<file path="config.mk">
export PLATFORM = sky130hd
export DESIGN_NAME = traffic_density_estimator
export DESIGN_NICKNAME = d
export VERILOG_FILES = /design/src/rtl/traffic_density_estimator.sv
export SDC_FILE = /design/constraint.sdc
export NUM_CORES = 1
export LEC_CHECK = 0
export CORE_UTILIZATION = 25
export CTS_CLUSTER_SIZE = 10
export DETAILED_ROUTE_END_ITERATION = 8
export GPL_TIMING_DRIVEN = 0
export PLACE_DENSITY_LB_ADDON = 0.12
export RECOVER_POWER = 25
export SYNTH_ARGS = -nofsm -noshare
export SYNTH_HDL_FRONTEND = slang
export SYNTH_SLANG_ARGS = --single-unit
</file>
<file path="constraint.sdc">
create_clock -name clk -period 1.95 [get_ports clk]
set_input_delay 0.2925 -clock clk [delete_from_list [all_inputs] [get_ports clk]]
set_output_delay 0.2925 -clock clk [all_outputs]
set_load 0.05 [all_outputs]
</file>
<file path="src/rtl/traffic_density_estimator.sv">
// ============================================================================
//  Module   : traffic_density_estimator
//  Brief    : Synchronises and debounces four vehicle-detector inputs, counts
//             vehicles per approach over a fixed window and publishes a 2-bit
//             density code per approach at every window close.
//  Revision : 1.0 - initial release
// ============================================================================
`timescale 1ns/1ps
`default_nettype none

module traffic_density_estimator #(
    parameter int WINDOW   = 256,
    parameter int CNT_W    = 8,
    parameter int DEBOUNCE = 3,
    parameter int TH_MED   = 4,
    parameter int TH_HIGH  = 8,
    parameter int TH_VHIGH = 12
) (
    input  logic       clk,
    input  logic       rst_a,
    input  logic       sens_n,
    input  logic       sens_s,
    input  logic       sens_e,
    input  logic       sens_w,
    output logic [1:0] traffic_n,
    output logic [1:0] traffic_s,
    output logic [1:0] traffic_e,
    output logic [1:0] traffic_w,
    output logic       density_valid
);

    // Direction index order: 0 = North, 1 = South, 2 = East, 3 = West
    localparam int c_NDIR   = 4;
    localparam int c_WCNT_W = (WINDOW > 1) ? $clog2(WINDOW) : 1;
    localparam int c_STB_W  = (DEBOUNCE > 1) ? $clog2(DEBOUNCE) : 1;

    localparam logic [c_WCNT_W-1:0] c_WCNT_LAST = c_WCNT_W'(WINDOW - 1);
    localparam logic [c_STB_W-1:0]  c_STB_LAST  = c_STB_W'(DEBOUNCE - 1);
    localparam logic [CNT_W-1:0]    c_CNT_MAX   = '1;
    localparam logic [CNT_W-1:0]    c_TH_MED    = CNT_W'(TH_MED);
    localparam logic [CNT_W-1:0]    c_TH_HIGH   = CNT_W'(TH_HIGH);
    localparam logic [CNT_W-1:0]    c_TH_VHIGH  = CNT_W'(TH_VHIGH);
    localparam logic [1:0]          c_DEFAULT   = 2'b01;

    // Map a vehicle count onto the controller's 2-bit density scale
    function automatic logic [1:0] f_quantise(input logic [CNT_W-1:0] c);
        logic [1:0] code;
        if (c >= c_TH_VHIGH)
            code = 2'b11;
        else if (c >= c_TH_HIGH)
            code = 2'b10;
        else if (c >= c_TH_MED)
            code = 2'b01;
        else
            code = 2'b00;
        return code;
    endfunction

    logic [c_NDIR-1:0]   w_sens;
    logic [c_WCNT_W-1:0] r_wcnt;
    logic                w_close;
    logic                r_valid;

    assign w_sens  = {sens_w, sens_e, sens_s, sens_n};
    assign w_close = (r_wcnt == c_WCNT_LAST);

    // Free-running window counter; the last count value marks the close cycle
    always_ff @(posedge clk or negedge rst_a) begin
        if (!rst_a)
            r_wcnt <= '0;
        else if (w_close)
            r_wcnt <= '0;
        else
            r_wcnt <= r_wcnt + 1'b1;
    end

    // One-cycle strobe accompanying each refresh of the density codes
    always_ff @(posedge clk or negedge rst_a) begin
        if (!rst_a)
            r_valid <= 1'b0;
        else
            r_valid <= w_close;
    end

    generate
        for (genvar i = 0; i < c_NDIR; i++) begin : g_dir
            logic [1:0]         r_sync;
            logic               r_acc;
            logic               r_acc_d;
            logic [c_STB_W-1:0] r_stb;
            logic [CNT_W-1:0]   r_cnt;
            logic [1:0]         r_traffic;
            logic               w_event;
            logic [CNT_W-1:0]   w_cnt_next;

            // Two-flop synchroniser for the asynchronous detector level
            always_ff @(posedge clk or negedge rst_a) begin
                if (!rst_a)
                    r_sync <= '0;
                else
                    r_sync <= {r_sync[0], w_sens[i]};
            end

            // Accept a new level only after DEBOUNCE consecutive mismatches
            always_ff @(posedge clk or negedge rst_a) begin
                if (!rst_a) begin
                    r_acc <= 1'b0;
                    r_stb <= '0;
                end else if (r_sync[1] == r_acc) begin
                    r_stb <= '0;
                end else if (r_stb == c_STB_LAST) begin
                    r_acc <= r_sync[1];
                    r_stb <= '0;
                end else begin
                    r_stb <= r_stb + 1'b1;
                end
            end

            // Delayed accepted level for rising-edge (vehicle arrival) detection
            always_ff @(posedge clk or negedge rst_a) begin
                if (!rst_a)
                    r_acc_d <= 1'b0;
                else
                    r_acc_d <= r_acc;
            end

            assign w_event    = r_acc & ~r_acc_d;
            // Saturating increment; an arrival in the close cycle still
            // belongs to the window being closed
            assign w_cnt_next = (w_event && (r_cnt != c_CNT_MAX)) ? r_cnt + 1'b1 : r_cnt;

            // Per-approach vehicle count, cleared at every window close
            always_ff @(posedge clk or negedge rst_a) begin
                if (!rst_a)
                    r_cnt <= '0;
                else if (w_close)
                    r_cnt <= '0;
                else
                    r_cnt <= w_cnt_next;
            end

            // Density code is refreshed only at the close and held otherwise
            always_ff @(posedge clk or negedge rst_a) begin
                if (!rst_a)
                    r_traffic <= c_DEFAULT;
                else if (w_close)
                    r_traffic <= f_quantise(w_cnt_next);
            end
        end
    endgenerate

    assign traffic_n     = g_dir[0].r_traffic;
    assign traffic_s     = g_dir[1].r_traffic;
    assign traffic_e     = g_dir[2].r_traffic;
    assign traffic_w     = g_dir[3].r_traffic;
    assign density_valid = r_valid;

endmodule

`default_nettype wire
</file>
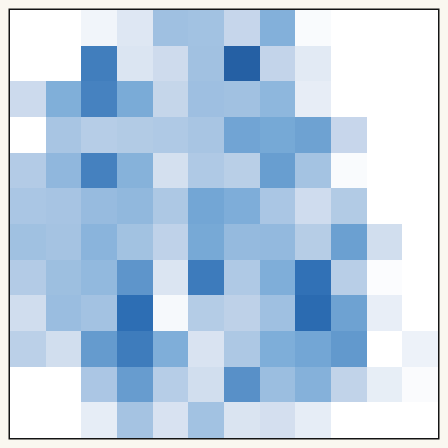
Run 1: cell density map
The die is cut into 12 by 12 equal tiles; white is low, dark blue is high, 0 to 100% covered.
emptiest ninth of the die: north-east
mean over tiles: 28%
nearly empty tiles: 22%

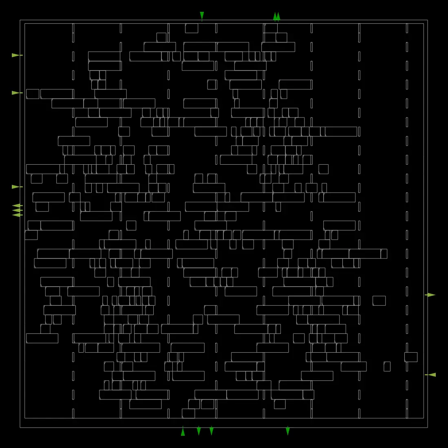
Run 1: cell placement
flop count: 73
n_taps: 176
fill count: 1328

==> out/qor.yml, run 1 <==
outcome:
  status: "finished, final reports clean"
logic_synthesis:
  xor_share_pct: 7.81
  common_cells: "69 x dfrtp_1, 46 x nor2_1, 21 x nand3_1"
  ys_chip_area_mm2: 0.00336
  synthFlopType: "dfrtp_1"
  ys_ff: 73
  avgSynthCellArea_um2: 10.7
  yosysTopAreaCell: "dfrtp_1"
  compound_area_share_pct: 9.04
  topCellsByArea: "dfrtp_1 51%, nor2_1 5.1%, xor2_1 4.4%, xnor2_1 3.4%, dfstp_2 3.1%"
  logic_family: "simple AND/OR/NAND/NOR gates"
  synth.most_common_cell: "dfrtp_1"
  synth-edff-count: 0
  synth_area_mm2: 0.00336
  ys_seq_share_pct: 54.5
  syn_inst: 313
  synthDistinctLibCells: 47
  ys_cells: 313
drt:
  route.met3.wl_um: 168
  wirelength_um: 6730
  vias: 2341
  wire_per_inst_um: 12.8
  wirelength_met1_um: 3430
  drt-initial-drc-count: 69
  firstDrtPassIters: 4
critical_path:
  cp_slowest_stage_delay_ps: 430
  cp-startpoint: "g_dir[0].r_cnt[0]$_DFF_PN0_"
  crit_path_end_kind: "flop"
  path_depth: 6
  rr_startpoint: "g_dir[0].r_cnt[0]$_DFF_PN0_"
  reg2reg_to: "traffic_n[1]$_DFFE_PN0P_"
  crit_end: "traffic_n[1]$_DFFE_PN0P_"
  reg2reg_slack_ps: 70
finish:
  areaGrowthSynthToFinish_pct: 23.0
  comb_area_share_pct: 35.8
  inv_count: 1
  drive_gt1_share_pct: 14.2
  final-clk-cell-share_pct: 7.98
power:
  switching_share_pct: 30.9
  pwr-share-clk_pct: 34.4
  p_int_mw: 3.65
  p_per_area_mw_per_mm2: 1280
  p_leak_nw: 1.78
  comb_power_share_pct: 22.0
  pg_clk_mw: 1.82
floorplan:
  dieArea_mm2: 0.0139
  fp_util_pct: 25.5
  core_mm2: 0.0132
  die_w_um: 118
  die_h_um: 118
  row_count: 42
grt:
  gr-usage-met3_pct: 2.96
  antenna_found_initial: 0
  grt_pass1_vias: 2338
  busiest_layer: "met2"
  gr-usage-met1_pct: 14.3
clock_tree:
  htree_levels: 3
  clockBufferDepth: 2
  post_cts_resized: 4
  hold_buffers: 1
  clk_latency_ps: 340
  path_clk_slew_ps: 60
  cts_made_buffers: 9
  cts_setup_buffers: 0
  cts_root_buffer: "clkbuf_16"
timing:
  fmax_mhz: 532
  layout_setup_ws_ps: 71.8
  worstMarginPinSlew_ps: 982
  relSlewSlack_pct: 34.6
  hold_ws_ps: 347
  skew_ps: 4.52
  period_minus_slack_ps: 1880
min_path:
  worstHoldEndpoint: "g_dir[2].r_sync[1]$_DFF_PN0_"
  hold_path_class: "flop to flop"
place:
  port_buffers: 14
  dp_slack_ps: 10.9
  dpl_cell_area_mm2: 0.00374
  place_congestion: 0.786
job:
  cap_viol_max_count: 0
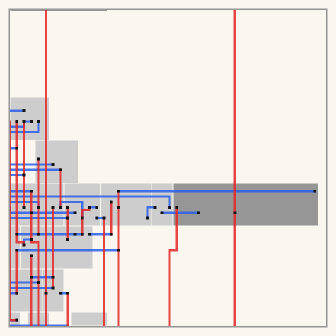
Run 1: zoomed window
Region (78, 78) to (98, 98) µm. Cells in gray, sequential cells in the stronger gray; small squares are vias.
[blue] metal 1
[red] metal 2
most frequent: xnor2_1 (2)
sequential cells in the window: 1
netlist names of flops here include: g_dir.r_cnt (1)
cells with their middle in the window: 10

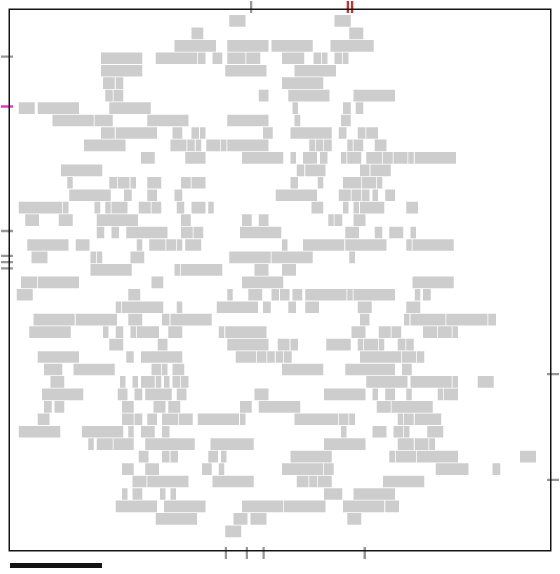
Run 1: I/O pins on the die edge
The bar under the picture is 20 µm long. Pins as bars across the die edge, other pins in gray.
[red] traffic_e | pins: 2 | direction: output | edge: north
[magenta] sens_w | pins: 1 | direction: input | edge: west

==> run 2: changes to the inputs <==
Settings changed: SLEW_MARGIN set to 20.
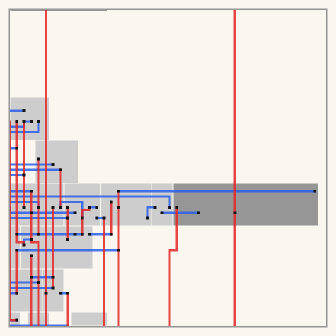
Run 2: zoomed window
Region (78, 78) to (98, 98) µm. Cells in gray, sequential cells in the stronger gray; small squares are vias.
[red] metal 2
[blue] metal 1
most frequent: xnor2_1 (2)
sequential cells in the window: 1
cells with their middle in the window: 10
netlist names of flops here include: g_dir.r_cnt (1)

==> run 2 against run 1 <==
Register-to-register slack about the same. First-iteration DRC count unchanged. Sequential cell count unchanged. Non-clock buffer count unchanged. Critical path depth unchanged. Combinational power about the same. Utilization unchanged. Critical endpoint unchanged. Highest routed layer unchanged.
==> out/qor.yml, run 2 <==
logic_synthesis:
  avgSynthCellArea_um2: 10.7  # unchanged
  synth_area_mm2: 0.00336  # unchanged
  compound_area_share_pct: 9.04  # unchanged
  topCellsByArea: "dfrtp_1 51%, nor2_1 5.1%, xor2_1 4.4%, xnor2_1 3.4%, dfstp_2 3.1%"
  synthDistinctLibCells: 47  # unchanged
  ys_chip_area_mm2: 0.00336  # unchanged
  synth.most_common_cell: "dfrtp_1"
  synthFlopType: "dfrtp_1"
  xor_share_pct: 7.81  # unchanged
  ys_cells: 313  # unchanged
  ys_ff: 73  # unchanged
  syn-num-nets: 324
  ys_seq_share_pct: 54.5  # unchanged
  logic_family: "simple AND/OR/NAND/NOR gates"
  syn_inst: 313  # unchanged
  common_cells: "69 x dfrtp_1, 46 x nor2_1, 21 x nand3_1"
floorplan:
  dieArea_mm2: 0.0139  # unchanged
  fp_util_pct: 25.5  # unchanged
  row_count: 42  # unchanged
  die_w_um: 118  # unchanged
  die_h_um: 118  # unchanged
  core_mm2: 0.0132  # unchanged
place:
  dpl_cell_area_mm2: 0.00374  # unchanged
  place_hpwl_um: 4540
  place_congestion: 0.786  # unchanged
  port_buffers: 14  # unchanged
  dp_slack_ps: 10.9  # unchanged
timing:
  layout_setup_ws_ps: 71.8  # unchanged
  skew_ps: 4.52  # unchanged
  worstMarginPinSlew_ps: 982  # unchanged
  period_minus_slack_ps: 1880  # unchanged
  relSlewSlack_pct: 34.6  # unchanged
  fmax_mhz: 532  # unchanged
  period_used_pct: 96.3
finish:
  regArea_mm2: 0.00183
  nNonClkBuffers: 33
  design.seq.count: 73  # unchanged
  areaGrowthSynthToFinish_pct: 23.0  # unchanged
  inv_count: 1  # unchanged
  n_fill_cell: 1328  # unchanged
  final-clk-cell-share_pct: 7.98  # unchanged
  sh_seq_area_pct: 44.3
  comb_area_share_pct: 35.8  # unchanged
  drive_gt1_share_pct: 14.2  # unchanged
critical_path:
  critPathKind: "flop to flop"
  crit_end: "traffic_n[1]$_DFFE_PN0P_"
  cp_slowest_stage_delay_ps: 430  # about the same
  worstPathMaxFanout: 5
  reg2reg_slack_ps: 70  # about the same
  reg2reg_to: "traffic_n[1]$_DFFE_PN0P_"
  crit_path_end_kind: "flop"
  path_depth: 6  # unchanged
  rr_startpoint: "g_dir[0].r_cnt[0]$_DFF_PN0_"
  cp-startpoint: "g_dir[0].r_cnt[0]$_DFF_PN0_"
clock_tree:
  hold_buffers: 1  # unchanged
  cts.sinks: 73
  cts_root_buffer: "clkbuf_16"
  cts_setup_buffers: 0  # unchanged
  clockBufferDepth: 2  # unchanged
  cts_made_buffers: 9  # unchanged
  post_cts_resized: 4  # unchanged
  htree_levels: 3  # unchanged
  path_clk_slew_ps: 60  # about the same
  clk_latency_ps: 340  # about the same
power:
  p_int_mw: 3.65  # unchanged
  pg_clk_mw: 1.82  # about the same
  p_per_area_mw_per_mm2: 1280  # unchanged
  switching_share_pct: 30.9  # unchanged
  comb_power_share_pct: 22.0  # about the same
  p_leak_nw: 1.78  # unchanged
  pwr-share-clk_pct: 34.4  # about the same
drt:
  drt-initial-drc-count: 69  # unchanged
  route.met3.wl_um: 168  # unchanged
  vias: 2341  # unchanged
  wirelength_met1_um: 3430  # unchanged
  firstDrtPassIters: 4  # unchanged
  wirelength_um: 6730  # unchanged
  wire_per_inst_um: 12.8  # unchanged
min_path:
  worstHoldEndpoint: "g_dir[2].r_sync[1]$_DFF_PN0_"
  holdCritStartpoint: "g_dir[2].r_sync[0]$_DFF_PN0_"
outcome:
  status: "finished, final reports clean"
grt:
  gr-usage-met3_pct: 2.96  # unchanged
  antenna_found_initial: 0  # unchanged
  gr-usage-met1_pct: 14.3  # unchanged
  grt_pass1_vias: 2338  # unchanged
  gr-total-overflow: 0
job:
  tool_warnings: 27
  cap_viol_max_count: 0  # unchanged
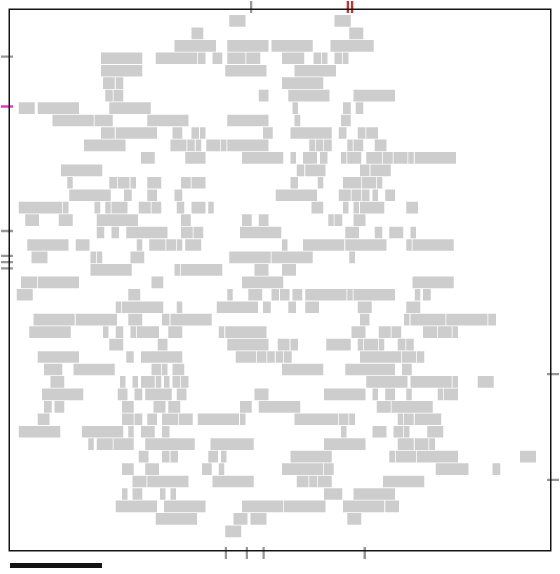
Run 2: I/O pins on the die edge
The bar under the picture is 20 µm long. Pins as bars across the die edge, other pins in gray.
[red] traffic_e | pins: 2 | direction: output | edge: north
[magenta] sens_w | pins: 1 | direction: input | edge: west
all pins by edge: 6 west, 4 south, 3 north, 2 east

Power is estimated from default activity; no workload was simulated.
